`src/rtl/eru_recovery.sv`:
```
// Error-detection and recovery stage for the bcsa_eru approximate adders.
// Optional ERU_STATS_EN adds a saturating count of erroneous transactions.
module eru_recovery #(
    parameter int WIDTH = 32,
    parameter int BLK   = 2,
    parameter int CNT_W = 16
) (
    input  logic                              clk,
    input  logic                              rst_n,
    input  logic                              in_valid,
    output logic                              in_ready,
    input  logic [WIDTH-1:0]                  a,
    input  logic [WIDTH-1:0]                  b,
    input  logic [WIDTH:0]                    approx_sum,
    output logic                              out_valid,
    input  logic                              out_ready,
    output logic [WIDTH:0]                    exact_sum,
    output logic                              err_flag,
    output logic [$clog2(WIDTH/BLK):0]        err_blocks,
    output logic [CNT_W-1:0]                  err_count
);

    localparam int NB  = WIDTH / BLK;
    localparam int EBW = $clog2(NB) + 1;

    typedef enum logic [1:0] {IDLE, CHECK, FIX, DONE} state_t;

    state_t           state;
    logic [WIDTH-1:0] a_q, b_q;
    logic [WIDTH:0]   result_q, exact_q;
    logic [NB-1:0]    mask_q;

    logic [WIDTH:0]   exact_c, fixed_c;
    logic [NB-1:0]    mask_c, low_c, rest_c;
    logic [EBW-1:0]   pc_c;

    assign exact_c = {1'b0, a_q} + {1'b0, b_q};

    // The top block also owns the carry-out bit WIDTH.
    always_comb begin
        mask_c = '0;
        pc_c   = '0;
        for (int unsigned k = 0; k < NB; k++) begin
            mask_c[k] = (exact_c[k*BLK +: BLK] != result_q[k*BLK +: BLK]);
        end
        mask_c[NB-1] = mask_c[NB-1] | (exact_c[WIDTH] != result_q[WIDTH]);
        for (int unsigned k = 0; k < NB; k++) begin
            pc_c = pc_c + EBW'(mask_c[k]);
        end
    end

    // Isolate the lowest pending block and splice its exact bits into the result.
    always_comb begin
        low_c   = mask_q & (~mask_q + NB'(1));
        rest_c  = mask_q & ~low_c;
        fixed_c = result_q;
        for (int unsigned k = 0; k < NB; k++) begin
            if (low_c[k]) fixed_c[k*BLK +: BLK] = exact_q[k*BLK +: BLK];
        end
        if (low_c[NB-1]) fixed_c[WIDTH] = exact_q[WIDTH];
    end

    always_ff @(posedge clk) begin
        if (!rst_n) begin
            state      <= IDLE;
            in_ready   <= 1'b1;
            out_valid  <= 1'b0;
            exact_sum  <= '0;
            err_flag   <= 1'b0;
            err_blocks <= '0;
            a_q        <= '0;
            b_q        <= '0;
            result_q   <= '0;
            exact_q    <= '0;
            mask_q     <= '0;
        end else begin
            case (state)
                IDLE: begin
                    if (in_valid) begin
                        a_q      <= a;
                        b_q      <= b;
                        result_q <= approx_sum;
                        in_ready <= 1'b0;
                        state    <= CHECK;
                    end
                end
                CHECK: begin
                    exact_q    <= exact_c;
                    mask_q     <= mask_c;
                    err_blocks <= pc_c;
                    err_flag   <= |mask_c;
                    if (mask_c == '0) begin
                        exact_sum <= result_q;
                        out_valid <= 1'b1;
                        state     <= DONE;
                    end else begin
                        state <= FIX;
                    end
                end
                FIX: begin
                    result_q <= fixed_c;
                    mask_q   <= rest_c;
                    if (rest_c == '0) begin
                        exact_sum <= fixed_c;
                        out_valid <= 1'b1;
                        state     <= DONE;
                    end
                end
                DONE: begin
                    if (out_ready) begin
                        out_valid <= 1'b0;
                        in_ready  <= 1'b1;
                        state     <= IDLE;
                    end
                end
                default: state <= IDLE;
            endcase
        end
    end

`ifdef ERU_STATS_EN
    logic [CNT_W-1:0] cnt_q;

    always_ff @(posedge clk) begin
        if (!rst_n) begin
            cnt_q <= '0;
        end else if (state == CHECK && mask_c != '0 && cnt_q != '1) begin
            cnt_q <= cnt_q + CNT_W'(1);
        end
    end

    assign err_count = cnt_q;
`else
    assign err_count = '0;
`endif

endmodule

```
`config.mk`:
```
export PLATFORM = sky130hd
export DESIGN_NAME = eru_recovery
export DESIGN_NICKNAME = d
export VERILOG_FILES = /design/src/rtl/eru_recovery.sv
export SDC_FILE = /design/constraint.sdc
export NUM_CORES = 1
export LEC_CHECK = 0
export CAP_MARGIN = 40
export CORE_MARGIN = 10
export CORE_UTILIZATION = 50
export DETAILED_ROUTE_END_ITERATION = 12
export GPL_TIMING_DRIVEN = 0
export PLACE_DENSITY = 0.76
export SLEW_MARGIN = 20
export SYNTH_ARGS = -nofsm -noshare
export SYNTH_HDL_FRONTEND = slang
export SYNTH_SLANG_ARGS = --single-unit
export TNS_END_PERCENT = 10
```
`constraint.sdc`:
```
create_clock -name clk -period 7.8 [get_ports clk]
set_input_delay 1.17 -clock clk [delete_from_list [all_inputs] [get_ports clk]]
set_output_delay 1.17 -clock clk [all_outputs]
set_load 0.01 [all_outputs]
```
### M1 wires

Cells faint in the background.
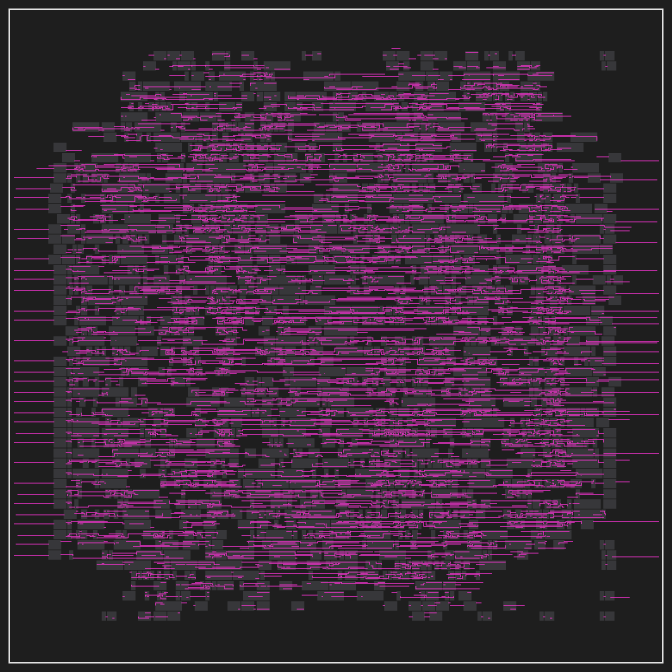
longest straight run: 58.0 um
main direction: horizontal
share of all routed wire: 45%
wire length on this layer: 16900 um

### Metal 2

The bar under the picture is 50 um long.
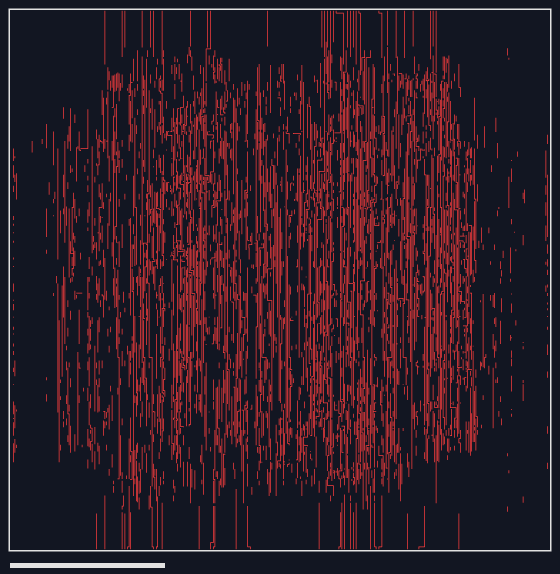
longest straight run: 106 um
main direction: vertical
wire length on this layer: 16900 um
nets with wire on the layer: 1493
share of all routed wire: 45%

### M3 wires

The bar under the picture is 50 um long.
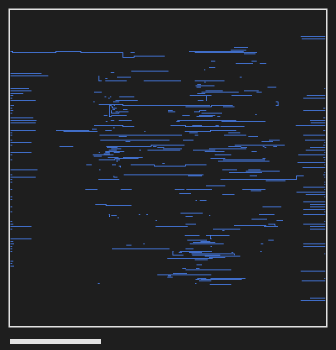
share of all routed wire: 7.1%
longest straight run: 47.8 um

==> flow_summary_export.csv <==
group,metric,value,unit
synthesis,synth.distinct_cells,72,
synthesis,compound_area_share,22.65,%
final_timing,setup_tns,0,ps
hold_path,hold_depth,2,
synthesis,yosys_warnings,0,
power_and_ir_drop,p_int,3.548,mW
critical_path,start_kind,"flip-flop",
grt,grt_max_degree,18,
floorplan,die_area,30290,sq um
synthesis,top_logic_kind,"simple AND/OR/NAND/NOR gates",
critical_path,reg2reg_to,"err_blocks[2]",
critical_path,critPathMaxStageDelay,610,ps
critical_path,crit_family,"adder cells",
power_and_ir_drop,finalPower,6.668,mW
routing,met1_length,16940,um
layout,fin_area,14410,sq um
final_timing,skew,10.86,ps
routing,drt-initial-drc-count,1286,
clock_tree,cts.htree.levels,4,
final_timing,relSlewSlack,39.46,%
synthesis,synthMuxAreaShare,3.217,%
routing,drt-pass1-iter-count,8,
clock_tree,cts.sinks,189,
job,tool_warnings,30,
grt,grt_pass1_wl,59160,um
floorplan,row_count,56,
place,gp_congestion,0.9408,
power_and_ir_drop,clock_power_share,15.2,%
layout,fin_cells,2069,
power_and_ir_drop,swShare,46.79,%
final_timing,worstMarginPinSlew,908.2,ps
hold_path,hold_class,"reg -> reg",
grt,grt.met1_usage,31.07,%
routing,ant_nets,0,
synthesis,synth-seq-area-share,31.89,%
synthesis,netlist_area,11860,sq um
grt,grt_antenna_before_repair,0,
layout,final_common_cell,"nand2_1",
power_and_ir_drop,leakagePower,5.522,nW
clock_tree,cts_tree,"yes",
critical_path,timing_worst_setup_path_type,"reg -> reg",
final_timing,grt_setup_unrepaired,"no",
critical_path,crit_fanout,9,
power_and_ir_drop,pg_seq,1.41,mW
final_timing,fmax,0.1564,GHz
grt,grt_usage,23.84,%
power_and_ir_drop,ir_drop,0.5212,mV
critical_path,end_kind,"flip-flop",
critical_path,cp.depth,22,
synthesis,synth-async-reset-ratio,0,%
floorplan,fp_util,50.70,%
layout,layout.nets,1891,
final_timing,layout_setup_ws,1407,ps
clock_tree,numCtsBuffers,17,
synthesis,synth-simple-area-share,23.25,%
routing,top_layer,"met4",
synthesis,yosys-stat-area,11860,sq um
routing,wl_met3,2682,um
synthesis,edf_count,0,
clock_tree,clock_latency,450,ps
power_and_ir_drop,p_seq_share,21.1,%
final_timing,hold_ws,458.3,ps
clock_tree,cts_root_buffer,"clkbuf_16",
place,dp_slack,1443,ps
critical_path,cp-endpoint,"err_blocks[2]",
job,drv_cap,0,
final_timing,slew_viol_final,0,
final_timing,final-setup-viol-count,0,
hold_path,hp-start,"b_q[15]",
routing,drcViolationCount,0,
layout,layout_top_cells,"275 x nand2_1, 189 x dfxtp_1, 162 x a21oi_1, 140 x clkdlybuf4s50_1, 136 x nor2_1",
grt,overflow,0,
critical_path,worstPathCellList,"ha_1 > buf_2 > a21oi_1 > o21ai_0 > a211oi_1 > nand2_1 > a21oi_1 > xnor3_1 > nor3_1 > fa_1 > inv_1 > fa_1 > fa_1 > inv_1 > fa_1 > inv_1 > ha_1 > inv_1 > fa_1 > xnor2_1 > mux2i_1 > nor2_1",
routing,routed_wl,37790,um
run_status,outcome,"finished clean",
synthesis,syn_area_per_cell,7.595,sq um
power_and_ir_drop,comb_cell_power,4.25,mW
place,dpl.hpwl,29870,um
layout,drive_above_1_share,4.743,%
grt,use_met3,4.377,%
critical_path,crit_arrival,6700,ps
floorplan,die_h,174.0,um
final_timing,period_minus_slack,6393,ps
layout,n_antenna_cell,0,
clock_tree,clockBufferDepth,2,
hold_path,worstHoldEndpoint,"b_q[15]",
place,place_inst,2037,
floorplan,core_area,23400,sq um
routing,wl_per_cell,18.27,um
power_and_ir_drop,p_switching,3.120,mW
synthesis,synthAdderAreaFrac,6.623,%
final_timing,finalCritPeriodShare,81.96,%
synthesis,synth_top_flop_cell,"dfxtp_1",
grt,grt_busiest_layer,"met2",
synthesis,ys_cells,1562,
layout,syn_to_final_growth,21.42,%
critical_path,crit_buf_inv,5,
grt,gr-usage-met2,37.76,%
critical_path,cp-startpoint,"a_q[7]",
routing,vias_per_cell,5.736,
-- cell type report --
cell class | instances | area, sq um
plain buffers | 134 | 609.3
well taps | 319 | 399.1
repair buffers | 141 | 1413
fillers | 2166 | 8997
clock inverters | 13 | 230.2
clock buffers | 19 | 442.9
multi-input cells | 1218 | 7392
flip-flops and latches | 189 | 3784
inverters | 36 | 135.1
-- cells in the mapped netlist, types with 3 or more instances --
master    instances  share of area, %
a211oi_1         15              0.95
a21boi_0          4              0.25
a21o_1           12              0.76
a21oi_1         162               6.8
a221o_1           3              0.25
a221oi_1          3              0.22
a22oi_1          11              0.70
a31oi_1          38               2.0
and2_1           10              0.53
and3_1           39               2.1
and4_1            5              0.37
buf_1             8              0.25
buf_2            10              0.42
buf_4            17               1.1
buf_6             4              0.38
clkbuf_1         95               3.0
dfxtp_1         189                32
fa_1             11               1.9
ha_1             42               4.4
inv_1            36               1.1
maj3_1            4              0.34
mux2_2            5              0.47
mux2i_1          31               2.6
nand2_1         275               8.7
nand2b_1          7              0.37
nand3_1          69               2.9
nand4_1          15              0.79
nor2_1          136               4.3
nor2b_1           8              0.42
nor3_1           22              0.93
nor3b_1           3              0.19
nor4_1            6              0.32
o211ai_1         35               2.2
o21a_1           27               1.7
o21ai_0          54               2.3
o21bai_1          4              0.25
o22ai_1           9              0.47
o311ai_0          4              0.30
o311ai_1         22               1.6
or2_2             6              0.32
or3_1             6              0.32
xnor2_1          44               3.2
xnor3_1           8               1.5
xor2_1           12              0.89
-- worst min-delay path, delay by kind of cell (launching register included) --
kind,cells,cell delay (ps)
compound gates,1,50
flops,1,310
simple gates,1,50
-- registers in the layout, indices dropped and copies added (netlist names), 2 cells and up --
signal      flops
exact_q        33
mask_q         16
a_q            32
result_q       33
b_q            32
state           2
exact_sum      33
err_blocks      5
Power is estimated from default activity; no workload was simulated.
